`src/rtl/sync_fifo_flags.sv`:
```
// Single-clock FIFO with occupancy count, programmable almost-full/almost-empty
// flags, sticky overflow/underflow errors and an optional first-word-fall-through read.
module sync_fifo_flags #(
  parameter int DATA_WIDTH = 8,
  parameter int DEPTH      = 16,
  parameter int AF_LEVEL   = DEPTH - 2,
  parameter int AE_LEVEL   = 2,
  parameter bit FWFT       = 1'b0
) (
  input  logic                    clk,
  input  logic                    rst,
  input  logic                    wr_en,
  input  logic [DATA_WIDTH-1:0]   data_in,
  input  logic                    rd_en,
  input  logic                    clr_err,
  output logic [DATA_WIDTH-1:0]   data_out,
  output logic                    full,
  output logic                    empty,
  output logic                    almost_full,
  output logic                    almost_empty,
  output logic [$clog2(DEPTH):0]  count,
  output logic                    overflow,
  output logic                    underflow
);

  localparam int AW = $clog2(DEPTH);
  localparam int CW = AW + 1;
  localparam logic [CW-1:0] FULL_CNT = CW'(DEPTH);
  localparam logic [CW-1:0] AF_CNT   = CW'(AF_LEVEL);
  localparam logic [CW-1:0] AE_CNT   = CW'(AE_LEVEL);

  logic [DATA_WIDTH-1:0] mem_q [DEPTH];

  logic [AW-1:0]         wr_ptr_q, wr_ptr_d;
  logic [AW-1:0]         rd_ptr_q, rd_ptr_d;
  logic [CW-1:0]         count_q, count_d;
  logic                  full_q, full_d;
  logic                  empty_q, empty_d;
  logic                  af_q, af_d;
  logic                  ae_q, ae_d;
  logic                  ovf_q, ovf_d;
  logic                  udf_q, udf_d;
  logic [DATA_WIDTH-1:0] dout_q, dout_d;
  logic                  rd_ok, wr_ok;

  always_comb begin
    rd_ok = rd_en & ~empty_q;
    // a read at full frees the slot the simultaneous write lands in
    wr_ok = wr_en & (~full_q | rd_ok);

    wr_ptr_d = wr_ok ? wr_ptr_q + AW'(1) : wr_ptr_q;
    rd_ptr_d = rd_ok ? rd_ptr_q + AW'(1) : rd_ptr_q;

    count_d = count_q;
    if (wr_ok && !rd_ok)      count_d = count_q + CW'(1);
    else if (rd_ok && !wr_ok) count_d = count_q - CW'(1);

    full_d  = (count_d == FULL_CNT);
    empty_d = (count_d == '0);
    af_d    = (count_d >= AF_CNT);
    ae_d    = (count_d <= AE_CNT);

    // a new error on the same edge as clr_err still latches
    ovf_d = (ovf_q & ~clr_err) | (wr_en & ~wr_ok);
    udf_d = (udf_q & ~clr_err) | (rd_en & empty_q);

    dout_d = dout_q;
    if (rd_ok) dout_d = mem_q[rd_ptr_q];
  end

  always_ff @(posedge clk) begin
    if (rst) begin
      wr_ptr_q <= '0;
      rd_ptr_q <= '0;
      count_q  <= '0;
      full_q   <= 1'b0;
      empty_q  <= 1'b1;
      af_q     <= 1'b0;
      ae_q     <= 1'b1;
      ovf_q    <= 1'b0;
      udf_q    <= 1'b0;
      dout_q   <= '0;
    end else begin
      wr_ptr_q <= wr_ptr_d;
      rd_ptr_q <= rd_ptr_d;
      count_q  <= count_d;
      full_q   <= full_d;
      empty_q  <= empty_d;
      af_q     <= af_d;
      ae_q     <= ae_d;
      ovf_q    <= ovf_d;
      udf_q    <= udf_d;
      dout_q   <= dout_d;
    end
  end

  always_ff @(posedge clk) begin
    if (wr_ok && !rst) mem_q[wr_ptr_q] <= data_in;
  end

  assign data_out     = FWFT ? (empty_q ? '0 : mem_q[rd_ptr_q]) : dout_q;
  assign full         = full_q;
  assign empty        = empty_q;
  assign almost_full  = af_q;
  assign almost_empty = ae_q;
  assign count        = count_q;
  assign overflow     = ovf_q;
  assign underflow    = udf_q;

endmodule

```
`config.mk`:
```
export PLATFORM = sky130hd
export DESIGN_NAME = sync_fifo_flags
export DESIGN_NICKNAME = d
export VERILOG_FILES = /design/src/rtl/sync_fifo_flags.sv
export SDC_FILE = /design/constraint.sdc
export NUM_CORES = 1
export LEC_CHECK = 0
export CORE_ASPECT_RATIO = 1.75
export CORE_MARGIN = 2
export CORE_UTILIZATION = 50
export DETAILED_ROUTE_END_ITERATION = 7
export PLACE_DENSITY_LB_ADDON = 0.2
export SLEW_MARGIN = 40
export SYNTH_ARGS = -nofsm -noshare
export SYNTH_HDL_FRONTEND = slang
export SYNTH_SLANG_ARGS = --single-unit
```
`constraint.sdc`:
```
create_clock -name clk -period 3.45 [get_ports clk]
set_input_delay 0.8625 -clock clk [delete_from_list [all_inputs] [get_ports clk]]
set_output_delay 0.8625 -clock clk [all_outputs]
set_load 0.02 [all_outputs]
```
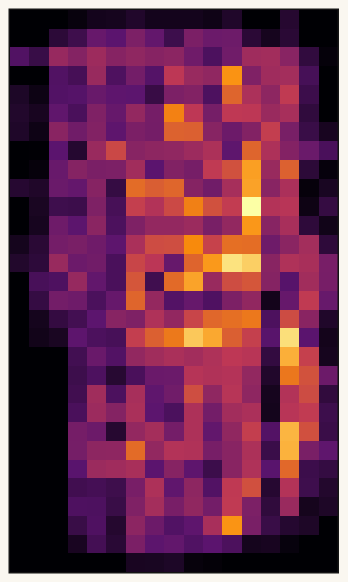
*Wire density map, run 1*
17 x 30 tiles, from black (low) to pale yellow (high), scaled to the fullest tile. Values are wire area over tile area, all layers added.
mean over tiles = 0.14
fullest tile = 0.50
emptiest ninth of the die = bottom left

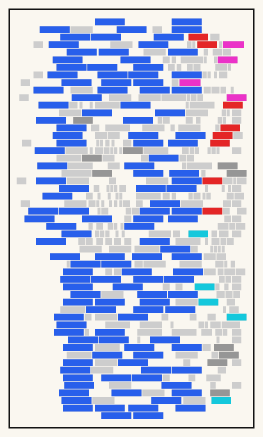
*Sequential cells grouped by signal name, run 1*
Other sequential cells in the stronger grey, the rest of the logic in the fainter grey.
`mem_q` -> blue  # flops 128
`data_out` -> red  # flops 8
`rd_ptr_q` -> magenta  # flops 4, where top right
`count` -> cyan  # flops 5

==> results.toml, run 1 <==
# yosys + openroad results
[synth]
fp_nets = 369
synthAoiAreaFrac = 0.0525
ys_sh_xor = 0.0130
simple_gate_area_frac = 0.0610
postSynth.asyncResetShare = 0
ys.flops = 155
yosysUniqueCellTypes = 39
syn_inst = 349
yosys_area_um2 = 6070
ff_type = "edfxtp_1"
top_cell = "edfxtp_1"
top_cells_by_count = "edfxtp_1, nor2_1, mux4_2"
top_cells_by_area = "edfxtp_1, mux4_2, dfxtp_1"
synth_top_area_share = 0.633
topCombFamilyByArea = "multiplexers"
synth_top_cell_by_area = "edfxtp_1"
avgSynthCellArea_um2 = 17.4

[setup_path]
cp-startpoint = "rd_en"
crit_type = "in -> reg"
r2r-end = "data_out[7]$_SDFFE_PP0P_"
r2r_start = "rd_ptr_q[0]$_SDFFE_PP0P_"
end_kind = "register"
crit_chain = "clkdlybuf4s50_1, or2b_1, a21boi_1, and2_1, nand2_1, nor3_1, buf_4"
required_ps = 3570
r2r_setup_slack_ps = 1140
crit_fanout = 8
ff2ff_path_depth = 6
endpoint = "mem_q[2][2]$_DFFE_PP_"
cp-start-kind = "primary input"

[power_and_ir_drop]
p_clk_frac = 0.398
powerClk_mw = 1.69
power_leader = "registers"
finalPower_mw = 4.24
p_leak_nw = 2.36
ir_drop_uv = 364
p_seq_mw = 2.12
combPwrFrac = 0.102
p_int_mw = 3.26
seqPwrFrac = 0.501
comb_cell_power_uw = 431

[global_routing]
use_met3 = 0.0463
grt_use_total = 0.202
grt_overflow = 0
grt_pass1_vias = 3364
grt_pass1_wl_um = 18600
busiest_layer = "met2"
grt_use_met2 = 0.355
grt_util_met1 = 0.236

[outcome]
status = "completed"

[route]
drc = 0
drt_first_pass_iters = 4
avgRoutedWirePerCell_um = 21.9
met1_length_um = 4670
top_layer_used = "met4"
wirelength_um = 12200
wl_met2_um = 6830
wl_met3_um = 412
ant_nets = 0
via_per_inst = 5.80

[clocking]
cts_tree = "yes"
cts.sink_count = 155
cts_buffers = 17
hold_buffers = 0
cts_max_level = 4
cts_resized = 0
clock_latency_ps = 410

[flow_run]
warning_count = 30
drv_cap = 0

[place]
place_ws_ps = 423
dp_hpwl_um = 8240
io_buffers = 31

[timing]
slew_headroom = 0.487
period_needed_ps = 2600
setup_tns_ps = 0
report.final.slew_viol_count = 0
setup_violations = 0
hold_ws_ps = 489
setup_ws_ps = 850
rsz0062_at_grt = "no"
hold_violations = 0
fin_worst_skew_ps = 7.90

[floorplanning]
die_w_um = 87.3
ioPinCount = 32
die_h_um = 150
die_area_um2 = 13100
rows = 53

[min_path]
hold_path_class = "reg -> reg"
hold_path_depth = 2

[finish]
final_cell_mix = "edfxtp_1, nor2_1, mux4_2"
layout_top_cell = "edfxtp_1"
final_cells = 555
final_nets = 425
fin_area_um2 = 7200
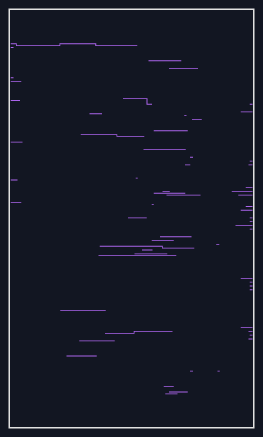
*Metal 3, run 1*
nets with wire on the layer = 46
longest straight run = 27.6 um

==> run 1: final cells by class <==
cell class	instances	area (um^2)	share of cell area
multi-input combinational	171	1600	0.222
clock buffer	20	437	0.0607
timing repair buffer	54	483	0.0671
sequential	155	4390	0.609
inverter	6	22.5	0.00313
tap	137	171	0.0238
clock inverter	12	100	0.0139
==> run 1: registers in the layout (all words and copies together), names as in the netlist <==
signal	cells
data_out	8
almost_empty	1
rd_ptr_q	4
underflow	1
almost_full	1
full	1
overflow	1
count	5
mem_q	128
wr_ptr_q	4
empty	1
==> run 1: worst max-delay path, delay by kind of cell <==
family | cells | cell delay, ps
AND/OR/NAND/NOR | 4 | 850
buffers and inverters | 2 | 740
AND-OR/OR-AND | 1 | 260
### Nets reached from selected ports, run 1

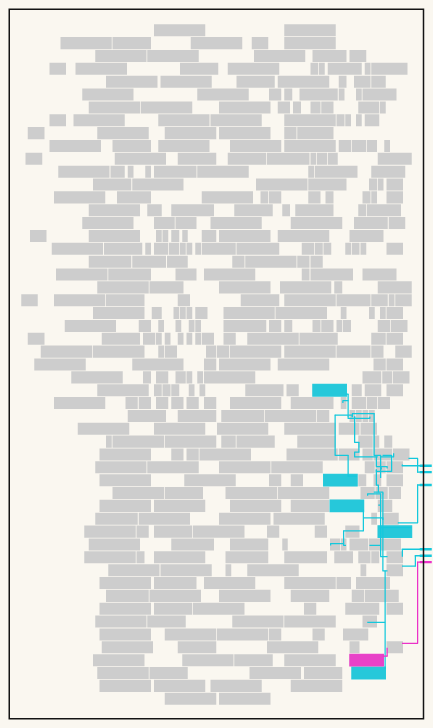

==> inputs of run 2 (changes only) <==
clock period = 2.23 ns   (was 3.45 ns; I/O delays follow)
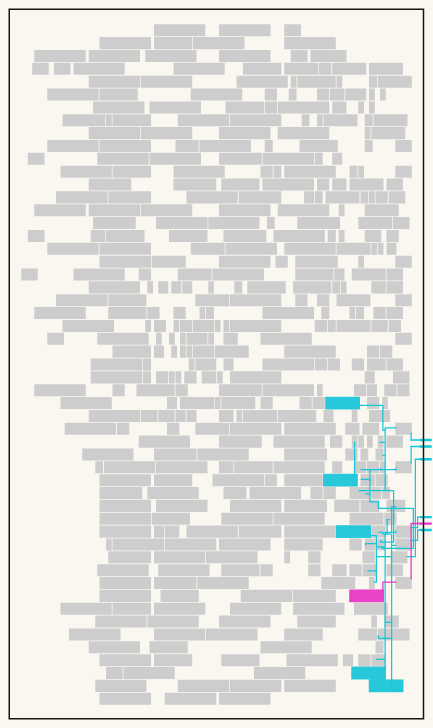
*Nets reached from selected ports, run 2*
`almost_empty` -> magenta  # direction output, end cells 1, buffers 1, wire 18.6 um
`count` -> cyan  # direction output, end cells 5, buffers 6, wire 251 um

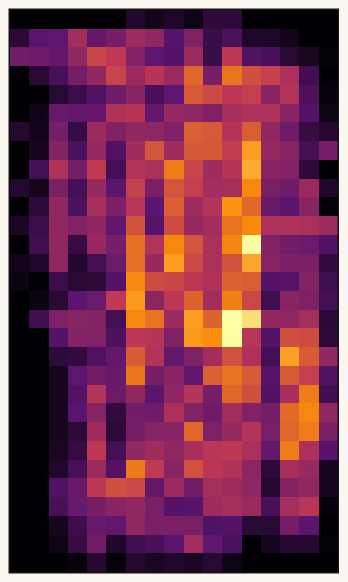
*Wire density map, run 2*
17 x 30 tiles, from black (low) to pale yellow (high), scaled to the fullest tile. Values are wire area over tile area, all layers added.
emptiest ninth of the die = bottom left
fullest tile = 0.47
densest ninth of the die = middle
nearly empty tiles = 13%
tiles over half the peak = 18%
mean over tiles = 0.15

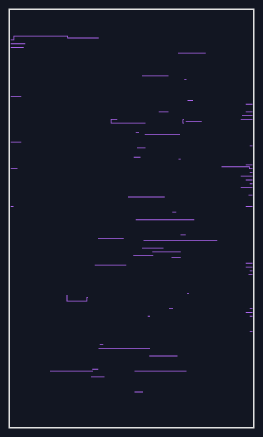
*Metal 3, run 2*
met3 usage: 0.0414
via count: 3295
final WL: 12400 um

==> run 2 against run 1 <==
Hold slack about the same. Register-to-register slack got worse by 970 ps. Critical path type unchanged. Total power increased by 60%. Setup slack got worse by 770 ps. Clock power increased by 64%. Synthesized cell count unchanged. Routed wire length increased by 2.1%. Combinational power increased by 74%. Non-clock buffer count increased by 13. Cell area increased by 3.6%. Synthesized area unchanged.
==> results.toml, run 2 <==
# yosys + openroad results
[finish]
final_cell_mix = "edfxtp_1, mux4_2, clkdlybuf4s50_1"
clkCellAreaFrac = 0.0790
ff_count = 155
inverters = 6
largest_reg_flops = 128
nMultiInputCombCells = 171
layout_top_cell = "edfxtp_1"
buffers_excl_clock = 67
n_clock_buffer = 25
largest_class = "flip-flops and latches"
final_cells = 568
seqCellArea_um2 = 4390
comb_area_share = 0.217
fin_area_um2 = 7460

[synth]
ys.flops = 155
avgSynthCellArea_um2 = 17.4
fp_nets = 369
simple_gate_area_frac = 0.0610
top_cell = "edfxtp_1"
synth_top_cell_by_area = "edfxtp_1"
yosys_area_um2 = 6070
ys_sh_xor = 0.0130
top_cells_by_count = "edfxtp_1, nor2_1, mux4_2"
postSynth.asyncResetShare = 0
synth_top_area_share = 0.633
topCombFamilyByArea = "multiplexers"
synthAoiAreaFrac = 0.0525
top_cells_by_area = "edfxtp_1, mux4_2, dfxtp_1"
yosysUniqueCellTypes = 39

[timing]
hold_violations = 0
slew_headroom = 0.556
period_needed_ps = 2150
setup_ws_ps = 77.7
setup_tns_ps = 0
setup_violations = 0
rsz0062_at_grt = "yes"
report.final.slew_viol_count = 0
fin_worst_skew_ps = 14.1
hold_ws_ps = 489

[power_and_ir_drop]
p_seq_mw = 3.25
combPwrFrac = 0.111
p_int_mw = 5.26
seqPwrFrac = 0.479
p_clk_frac = 0.410
powerClk_mw = 2.78
power_leader = "registers"

[global_routing]
grt_pass1_wl_um = 18800
grt_use_total = 0.205
grt_pass1_vias = 3445
grt_use_met2 = 0.361
grt_util_met1 = 0.233
busiest_layer = "met2"

[route]
avgRoutedWirePerCell_um = 21.9
drt_first_pass_iters = 4
via_per_inst = 5.80
wl_met3_um = 361
top_layer_used = "met4"
ant_nets = 0
met1_length_um = 4750
drc = 0

[floorplanning]
die_w_um = 87.3
nWellTaps = 137
die_h_um = 150
core_um2 = 11900
rows = 53
die_area_um2 = 13100
ioPinCount = 32

[setup_path]
cp-start-kind = "primary input"
crit_chain = "clkdlybuf4s50_1, or3b_4, or4_4, a21boi_4, o21bai_2, a221oi_2"
worst-path-buf-inv = 1
crit_fanout = 5
end_kind = "register"
crit_type = "in -> reg"
critical_path.top_delay_family = "simple AND/OR/NAND/NOR gates"

[place]
dp_hpwl_um = 8420
io_buffers = 31
place_ws_ps = -362

[clocking]
cts_resized = 0
cts_max_level = 4
cts_tree = "yes"
clock_latency_ps = 410
cts.sink_count = 155
hold_buffers = 0
cts_buffers = 17

[flow_run]
drv_cap = 0
warning_count = 32

[min_path]
hold_path_class = "reg -> reg"

[outcome]
status = "completed"
[run 2: cell counts after synthesis]
No cell type changed its count.
[run 2: kinds of logic (layout without fill, tap and decap cells)]
logic type | Yosys count | count (layout)
XOR/XNOR | 9 | 9
buffers and inverters | 23 | 105
AND/OR/NAND/NOR | 76 | 76
multiplexers | 34 | 34
flip-flops | 155 | 155
AND-OR/OR-AND | 45 | 45
adder cells (fa/ha/maj) | 7 | 7
[run 2: path summary, 6_finish.rpt]
path / start / to / slack [ps] / depth (start not counted)
min: overflow$_SDFF_PP0_ / overflow$_SDFF_PP0_ / 490 / 2
min reg2reg: overflow$_SDFF_PP0_ / overflow$_SDFF_PP0_ / 490 / 2
max reg2reg: count[1]$_SDFF_PP0_ / almost_full$_SDFF_PP0_ / 170 / 8
max: wr_en / almost_empty$_SDFF_PP1_ / 80 / 6
### Sequential cells grouped by signal name, run 2

Other sequential cells in the stronger grey, the rest of the logic in the fainter grey.
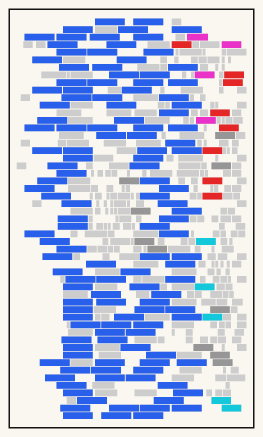

==> inputs of run 3 (changes only) <==
clock period = 1.87 ns   (was 2.23 ns; I/O delays follow)
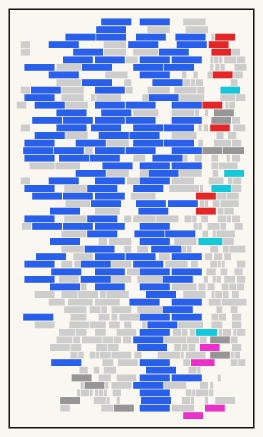
*Sequential cells grouped by signal name, run 3*
Other sequential cells in the stronger grey, the rest of the logic in the fainter grey.
`mem_q` -> blue  # flops 128
`count` -> cyan  # flops 5
`data_out` -> red  # flops 8, where top right
`rd_ptr_q` -> magenta  # flops 4, where bottom right
not coloured = 10

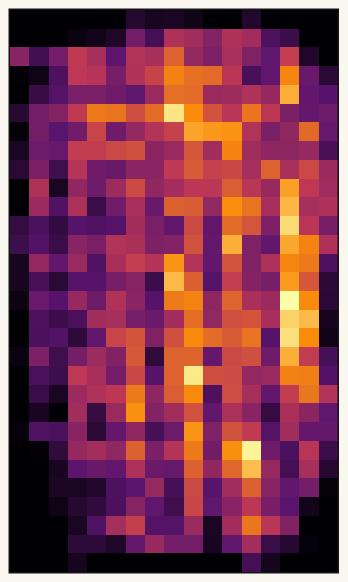
*Wire density map, run 3*
17 x 30 tiles, from black (low) to pale yellow (high), scaled to the fullest tile. Values are wire area over tile area, all layers added.
tiles over half the peak = 24%
emptiest ninth of the die = bottom left
fullest tile = 0.42
densest ninth of the die = right middle
mean over tiles = 0.14
nearly empty tiles = 13%

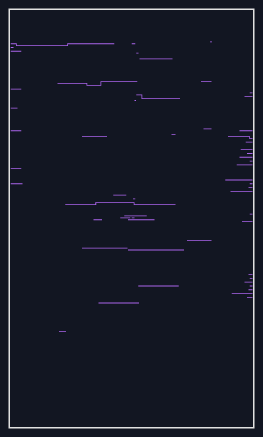
*Metal 3, run 3*
nets with wire on the layer = 45
longest straight run = 19.8 um
main direction = horizontal

==> run 3 against run 2 <==
Clock power is 26% higher. Via count is 0.15% lower. Non-clock buffer count is 10 higher. Synthesized area stayed put. Largest power group unchanged. Total power is 23% higher. Largest cell class unchanged. Core utilization is 3.9 points higher. Synthesized cell count stayed put. Critical path type is now reg -> reg. Die area stayed put. Clock skew is 2.9 ps lower. Hold slack hardly changed. First-iteration DRC count is 16% lower. Final cell count is 1.8% higher.
==> results.toml, run 3 <==
# yosys + openroad results
[timing]
slew_headroom = 0.571
hold_ws_ps = 489
setup_tns_ps = 0
rsz0062_at_grt = "yes"
report.final.slew_viol_count = 0
period_needed_ps = 1840
fin_worst_skew_ps = 11.2
setup_violations = 0
setup_ws_ps = 34.2

[setup_path]
r2r_setup_slack_ps = 30
r2r-end = "almost_full$_SDFF_PP0_"
cp-start-kind = "register"
end_kind = "register"
ff2ff_path_depth = 7
worst-path-buf-inv = 1
crit_type = "reg -> reg"

[clocking]
cts.sink_count = 155
cts_buffers = 17
hold_buffers = 0

[synth]
synthAoiAreaFrac = 0.0525
top_cells_by_area = "edfxtp_1, mux4_2, dfxtp_1"
yosysUniqueCellTypes = 39
yosys_area_um2 = 6070
topCombFamilyByArea = "multiplexers"
top_cell = "edfxtp_1"
fp_nets = 369
avgSynthCellArea_um2 = 17.4
synth_top_area_share = 0.633
postSynth.asyncResetShare = 0

[min_path]
hold_path_depth = 2
holdCritStartpoint = "overflow$_SDFF_PP0_"

[floorplanning]
ioPinCount = 32
die_w_um = 87.3
die_h_um = 150
rows = 53
core_um2 = 11900

[global_routing]
grt_use_met2 = 0.407
grt_pass1_vias = 3567
grt_util_met1 = 0.201
grt_pass1_wl_um = 19100
use_met3 = 0.0392
grt_use_total = 0.205

[flow_run]
drv_cap = 0
warning_count = 32

[outcome]
status = "completed"

[power_and_ir_drop]
seqPwrFrac = 0.465
powerClk_mw = 3.49
power_leader = "registers"

[finish]
seqCellArea_um2 = 4390
clkCellAreaFrac = 0.0786
layout_top_cell = "edfxtp_1"
fin_area_um2 = 7930
nMultiInputCombCells = 171
largest_reg_flops = 128
ff_count = 155
inverters = 6

[route]
wirelength_um = 12300
wl_met3_um = 351
drt_first_pass_iters = 4
met1_length_um = 4200
avgRoutedWirePerCell_um = 21.4
top_layer_used = "met4"

[place]
io_buffers = 31
dp_hpwl_um = 8930
## run 3: repair_timing
action                     CTS  global route
hold endpoints to repair     0             0
pin swaps                    7             3
resized                     22            16
setup buffers                1             0
setup endpoints to repair  141            38
## run 3: how the worst max path moves through the flow
| stage | start | to | cells past startpoint |
|---|---|---|---|
| final | count[0]$_SDFF_PP0_ | almost_full$_SDFF_PP0_ | 7 |
| after global placement | rd_en | almost_full$_SDFF_PP0_ | 6 |
| after global routing | count[0]$_SDFF_PP0_ | almost_full$_SDFF_PP0_ | 7 |
| after detailed placement | rd_en | almost_full$_SDFF_PP0_ | 6 |
| after floorplan | rd_en | mem_q[1][0]$_DFFE_PP_ | 5 |
| after CTS | count[0]$_SDFF_PP0_ | almost_full$_SDFF_PP0_ | 7 |
Power and IR drop assume default switching activity.
